File: src/rtl/card_dealer_pkg.sv
`default_nettype none
// ============================================================================
// card_dealer_pkg : shared constants, FSM state encoding and card encoder
// Revision       : 1.0
// ============================================================================
package card_dealer_pkg;

    localparam int          DECK_SIZE = 52;
    localparam int          RANKS     = 13;
    localparam logic [15:0] LFSR_MASK = 16'hB400;

    typedef enum logic [2:0] {
        ST_IDLE  = 3'd0,
        ST_DRAW  = 3'd1,
        ST_PROBE = 3'd2,
        ST_DEAL  = 3'd3,
        ST_EMPTY = 3'd4
    } state_e;

    // Index 0..51 -> {2'b00, suit, rank}; compare ladder avoids a divider.
    function automatic logic [7:0] encode_card(input logic [5:0] idx);
        logic [1:0] suit;
        logic [5:0] base;
        if (idx >= 6'(3 * RANKS)) begin
            suit = 2'd3;
            base = 6'(3 * RANKS);
        end else if (idx >= 6'(2 * RANKS)) begin
            suit = 2'd2;
            base = 6'(2 * RANKS);
        end else if (idx >= 6'(RANKS)) begin
            suit = 2'd1;
            base = 6'(RANKS);
        end else begin
            suit = 2'd0;
            base = 6'd0;
        end
        return {2'b00, suit, 4'(idx - base) + 4'd1};
    endfunction

endpackage
`default_nettype wire

File: src/rtl/card_lfsr_dp.sv
`default_nettype none
// ============================================================================
// card_lfsr_dp : free-running right-shifting Galois LFSR, seeded on reset
// Revision     : 1.0
// ============================================================================
module card_lfsr_dp #(
    parameter int               WIDTH = 16,
    parameter logic [WIDTH-1:0] MASK  = 16'hB400,
    parameter logic [WIDTH-1:0] SEED  = 16'hACE1
) (
    input  logic             clk_i,
    input  logic             rst_n_i,
    output logic [WIDTH-1:0] lfsr_o
);

    logic [WIDTH-1:0] lfsr_q;
    logic [WIDTH-1:0] lfsr_d;

    always_comb begin
        lfsr_d = {1'b0, lfsr_q[WIDTH-1:1]} ^ (lfsr_q[0] ? MASK : '0);
    end

    always_ff @(posedge clk_i or negedge rst_n_i) begin
        if (!rst_n_i) begin
            lfsr_q <= SEED;
        end else begin
            lfsr_q <= lfsr_d;
        end
    end

    assign lfsr_o = lfsr_q;

endmodule
`default_nettype wire

File: src/rtl/card_dealer_dp.sv
`default_nettype none
// ============================================================================
// card_dealer_dp : multi-deck shoe dealer with LFSR draw and linear probing
// Revision       : 1.0
// ============================================================================
module card_dealer_dp
    import card_dealer_pkg::*;
#(
    parameter int          NUM_DECKS = 1,
    parameter logic [15:0] SEED      = 16'hACE1,
    localparam int         CNT_W     = $clog2(NUM_DECKS + 1),
    localparam int         LEFT_W    = $clog2(DECK_SIZE * NUM_DECKS + 1)
) (
    input  logic              clk_dp_i,
    input  logic              rst_n_dp_i,
    input  logic              req_card_state_dp,
    input  logic              shuffle_dp_i,
    output logic [7:0]        card_to_send_dp,
    output logic              card_valid_dp,
    output logic              busy_dp,
    output logic              deck_empty_dp,
    output logic [LEFT_W-1:0] cards_left_dp
);

    localparam logic [CNT_W-1:0]  FULL_CNT  = CNT_W'(NUM_DECKS);
    localparam logic [LEFT_W-1:0] SHOE_SIZE = LEFT_W'(DECK_SIZE * NUM_DECKS);
    localparam logic [5:0]        LAST_IDX  = 6'(DECK_SIZE - 1);

    state_e             state_q;
    state_e             state_d;
    logic               req_q;
    logic [5:0]         cand_q;
    logic [CNT_W-1:0]   count_q [DECK_SIZE];
    logic [LEFT_W-1:0]  left_q;
    logic [7:0]         card_q;

    logic [15:0]        w_lfsr;
    logic [9:0]         w_lfsr_unused;
    logic [5:0]         w_draw_idx;
    logic [5:0]         w_sel_idx;
    logic [5:0]         w_next_idx;
    logic               w_req_rise;
    logic               w_sel_avail;
    logic               w_deal_load;
    logic               w_probe_load;

    card_lfsr_dp #(
        .WIDTH (16),
        .MASK  (LFSR_MASK),
        .SEED  (SEED)
    ) u_lfsr (
        .clk_i   (clk_dp_i),
        .rst_n_i (rst_n_dp_i),
        .lfsr_o  (w_lfsr)
    );

    // Only the low six bits pick a card; the fold-back of 52..63 is a known bias.
    assign w_lfsr_unused = w_lfsr[15:6];
    assign w_draw_idx    = (w_lfsr[5:0] >= 6'(DECK_SIZE)) ? (w_lfsr[5:0] - 6'(DECK_SIZE))
                                                          : w_lfsr[5:0];
    assign w_sel_idx     = (state_q == ST_DRAW) ? w_draw_idx : cand_q;
    assign w_next_idx    = (w_sel_idx == LAST_IDX) ? 6'd0 : (w_sel_idx + 6'd1);
    assign w_sel_avail   = (count_q[w_sel_idx] < FULL_CNT);
    assign w_req_rise    = req_card_state_dp & ~req_q;

    always_ff @(posedge clk_dp_i or negedge rst_n_dp_i) begin
        if (!rst_n_dp_i) begin
            state_q <= ST_IDLE;
        end else begin
            state_q <= state_d;
        end
    end

    always_comb begin
        state_d      = state_q;
        w_deal_load  = 1'b0;
        w_probe_load = 1'b0;
        case (state_q)
            ST_IDLE: begin
                if (w_req_rise && (left_q != '0)) begin
                    state_d = ST_DRAW;
                end
            end
            ST_DRAW, ST_PROBE: begin
                if (w_sel_avail) begin
                    state_d     = ST_DEAL;
                    w_deal_load = 1'b1;
                end else begin
                    state_d      = ST_PROBE;
                    w_probe_load = 1'b1;
                end
            end
            ST_DEAL: begin
                state_d = (left_q == '0) ? ST_EMPTY : ST_IDLE;
            end
            ST_EMPTY: begin
                state_d = ST_EMPTY;
            end
            default: begin
                state_d = ST_IDLE;
            end
        endcase
        // Shuffle overrides everything, including a same-cycle request or deal.
        if (shuffle_dp_i) begin
            state_d      = ST_IDLE;
            w_deal_load  = 1'b0;
            w_probe_load = 1'b0;
        end
    end

    // Card, counter and remaining count all update on entry to DEAL so they
    // are already visible during the strobe cycle.
    always_ff @(posedge clk_dp_i or negedge rst_n_dp_i) begin
        if (!rst_n_dp_i) begin
            req_q  <= 1'b0;
            cand_q <= 6'd0;
            left_q <= SHOE_SIZE;
            card_q <= 8'd0;
            for (int i = 0; i < DECK_SIZE; i++) begin
                count_q[i] <= '0;
            end
        end else begin
            req_q <= req_card_state_dp;
            if (shuffle_dp_i) begin
                left_q <= SHOE_SIZE;
                for (int i = 0; i < DECK_SIZE; i++) begin
                    count_q[i] <= '0;
                end
            end else if (w_deal_load) begin
                count_q[w_sel_idx] <= count_q[w_sel_idx] + CNT_W'(1);
                left_q             <= left_q - LEFT_W'(1);
                card_q             <= encode_card(w_sel_idx);
            end
            if (w_probe_load) begin
                cand_q <= w_next_idx;
            end
        end
    end

    assign card_to_send_dp = card_q;
    assign card_valid_dp   = (state_q == ST_DEAL);
    assign busy_dp         = (state_q == ST_DRAW) || (state_q == ST_PROBE) || (state_q == ST_DEAL);
    assign deck_empty_dp   = (left_q == '0);
    assign cards_left_dp   = left_q;

endmodule
`default_nettype wire
File: config.mk
export PLATFORM = sky130hd
export DESIGN_NAME = card_dealer_dp
export DESIGN_NICKNAME = d
export VERILOG_FILES = /design/src/rtl/card_dealer_pkg.sv /design/src/rtl/card_lfsr_dp.sv /design/src/rtl/card_dealer_dp.sv
export SDC_FILE = /design/constraint.sdc
export NUM_CORES = 1
export LEC_CHECK = 0
export CAP_MARGIN = 15
export CORE_MARGIN = 10
export CORE_UTILIZATION = 38
export DETAILED_ROUTE_END_ITERATION = 12
export PLACE_DENSITY = 0.59
export SLEW_MARGIN = 10
export SYNTH_ARGS = -nofsm -noshare
export SYNTH_HDL_FRONTEND = slang
export SYNTH_SLANG_ARGS = --single-unit
File: constraint.sdc
create_clock -name clk_dp_i -period 4.1 [get_ports clk_dp_i]
set_input_delay 0.615 -clock clk_dp_i [delete_from_list [all_inputs] [get_ports clk_dp_i]]
set_output_delay 0.615 -clock clk_dp_i [all_outputs]
set_load 0.01 [all_outputs]
==> impl_metrics.ini <==
; synthesis and place-and-route metrics
[worst_setup_path]
critPathLaunchType = flop
crit_cells = 17
path_cells = or3b_4, buf_4, a21oi_4, buf_4, ha_1, nand2b_1, a31oi_1, nor2_1, a21oi_2, ha_1, ha_1, inv_1, fa_1, xnor2_1, xnor2_1, xnor2_1, mux2_2
critPathTopFamily = adder cells
worstPathRequired_ns = 4.33
worstPathBufferInverterCount = 3
critical_path.max_stage_delay_ns = 0.51
reg2regPathDepth = 17

[pwr]
clkPwrFrac = 0.250
p_int_mw = 1.85
p_total_mw = 3.07

[global_route]
grt_use_total = 0.145
grt_max_degree = 69
antenna_found_initial = 0
grt-ovfl-total = 0
grt_pass1_wl_mm = 20.8

[cells_and_area]
utilization = 0.447
most-common-layout-cells = dfrtp_1 (79), nand2_1 (42), nor2_1 (42), a31oi_1 (37), buf_4 (27)
nFillCells = 1180
fin_area_um2 = 5390

[drt]
vias = 3775
ant_nets = 0
via_per_inst = 5.69
wl_per_cell_um = 18.6

[final_timing]
slew_violations = 0
min_period_over_period = 0.939
final-hold-violation-count = 0
clock_skew_ns = 0.0107
max_clock_freq_ghz = 0.260

[synthesis]
synthCells = 470
yosys.area.top_type = dfrtp_1
top_area_frac = 0.419
postSynthSeqShare = 0.480
yosys_warnings = 0
area_leaders = dfrtp_1 (42%), dfstp_2 (6.1%), a31oi_1 (4.9%)

[placement]
postPlaceCellArea_um2 = 5100
place_inst = 648
pre_cts_ws_ns = 0.182
gp_congestion = 0.858

[cts]
cts_buffers = 9
clock-sinks = 90

[die]
fp_util = 0.391
core_area_um2 = 12100
die_x_um = 131
die_h_um = 131

[outcome]
status = complete, no violations

[hold_path]
hold_depth = 0
Yosys cell counts, types with 2 or more instances:
cell type and n:
nand2b_1 2, o2bb2ai_1 10, clkbuf_1 10, buf_4 12, or3b_4 2, a221oi_1 2
o21ai_0 13, o2111ai_1 2, nor4_1 2, nor3b_1 6, buf_6 3, nor3_1 15
inv_2 2, dfstp_2 11, a211oi_1 8, mux2_4 6, nand4_1 4, buf_2 9
nor3_2 4, inv_1 25, nand3_1 20, ha_1 12, xnor2_1 5, nor3_4 2
nand2_1 42, mux2_2 5, a311oi_1 2, xor2_1 3, mux2i_1 5, a31oi_1 37
and3_1 3, o21a_1 2, o211ai_1 3, or3_1 2, o22ai_1 2, o32ai_1 6
a21oi_1 23, mux4_2 2, dfrtp_1 79, nor2_1 42, a31o_2 3
final cells by class:
type                    instances  area, µm²  area share
flip-flops and latches         90       2270       0.421
multi-input cells             319       2170       0.403
repair buffers                 44        368      0.0683
clock buffers                  12        246      0.0458
well taps                     168        210      0.0390
inverters                      27        101      0.0188
clock inverters                 4       26.3     0.00488
registers in the layout, summed over array words and instances, names as in the netlist:
register,count
state_q,3
card_to_send_dp,6
req_q,1
count_q,52
u_lfsr.lfsr_o,16
cards_left_dp,6
cand_q,6
final timing paths:
check                                      startpoint  slack (ns)                              to
max in group asynchronous                  rst_n_dp_i        2.89         count_q[47]$_DFFE_PN0P_
setup reg to reg               state_q[2]$_DFFE_PN0P_        0.25  card_to_send_dp[3]$_DFFE_PN0P_
min in group asynchronous                  rst_n_dp_i        0.38                 req_q$_DFF_PN0_
hold / removal             u_lfsr.lfsr_o[9]$_DFF_PN0_        0.35      u_lfsr.lfsr_o[8]$_DFF_PN0_
hold reg to reg            u_lfsr.lfsr_o[9]$_DFF_PN0_        0.35      u_lfsr.lfsr_o[8]$_DFF_PN0_
setup / recovery               state_q[2]$_DFFE_PN0P_        0.25  card_to_send_dp[3]$_DFFE_PN0P_
power groups by stage:
stage          Combinational [mW]  Clock, mW  Sequential [mW]
3_5_place_dp                 1.24          0             1.05
2_1_floorplan               0.849          0             1.04
6_report                     1.26      0.769             1.04
3_3_place_gp                 1.24          0             1.05
4_1_cts                      1.24      0.787             1.04
5_1_grt                      1.37      0.821             1.06
cell families (layout without fill, tap and decap cells):
family	Yosys count	count (layout)	share of synthesized area
buf+inv	62	87	0.0661
compound gates	123	123	0.182
mux	18	18	0.0512
simple gates	155	155	0.169
fa+ha+maj	13	13	0.0361
other cells	1	2	0.000795
xor+xnor	8	8	0.0149
flops	90	90	0.481
metal layers:
metal	routed length, µm	GRT usage	vias to the layer above	part of all wire
met2	5740	0.227	95	0.46
met5	0	0	-	0
met3	586	0.0293	21	0.047
met4	177	0.0389	0	0.014
met1	5860	0.199	1926	0.47
li1	-	-	1733	-
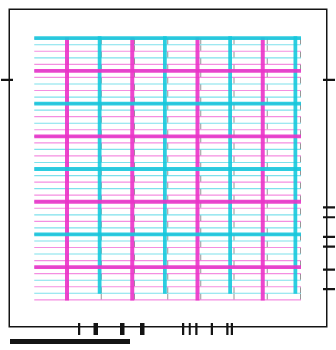
(images/power_grid.png)
The bar under the picture is 50 µm long. Pins as bars on the die edge. Tap cells in grey.
net	colour
VSS	magenta
VDD	cyan
met5 straps	8
rows	40
met4 straps	8
signal pins	21

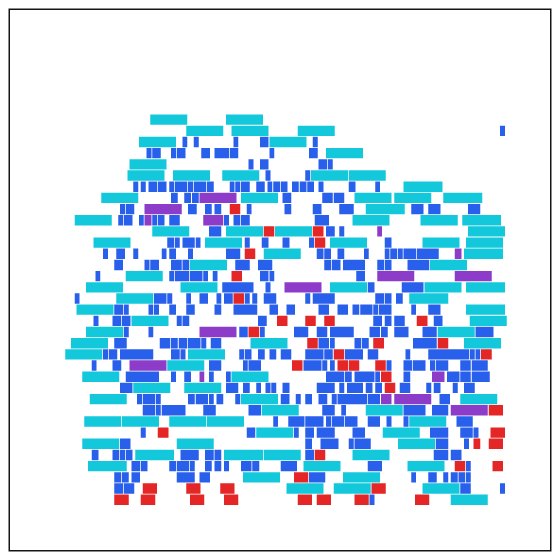
(images/placement_by_type.png)
class	colour	cells	share of their area
clock drivers and dummy loads	purple	16	5.3%
other buffers and delay cells	red	44	7.1%
flops	cyan	90	44%
combinational and other logic	blue	346	44%

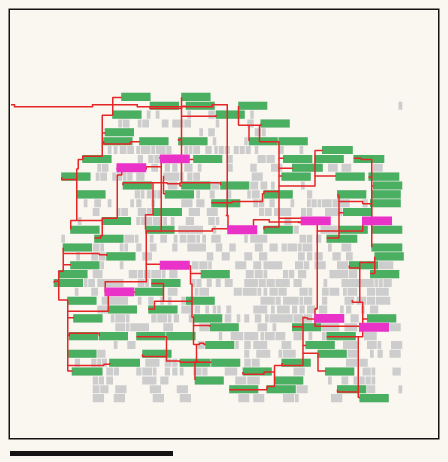
(images/clk_routes.png)
The bar under the picture is 50 µm long.
[clock drivers] magenta | count: 9
[flip-flops] green | count: 90
[clock wires] red | length: 1,130 µm
routed clock nets	10

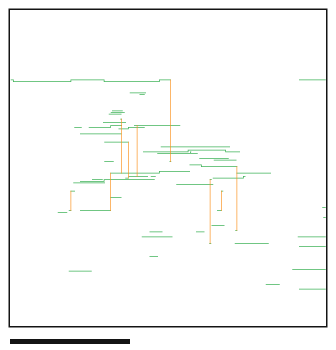
(images/wires.png)
The bar under the picture is 50 µm long. Only two layers are drawn.
layer	colour	wire length
metal 4	orange	178 µm
metal 3	green	587 µm

Power and IR drop assume default switching activity.
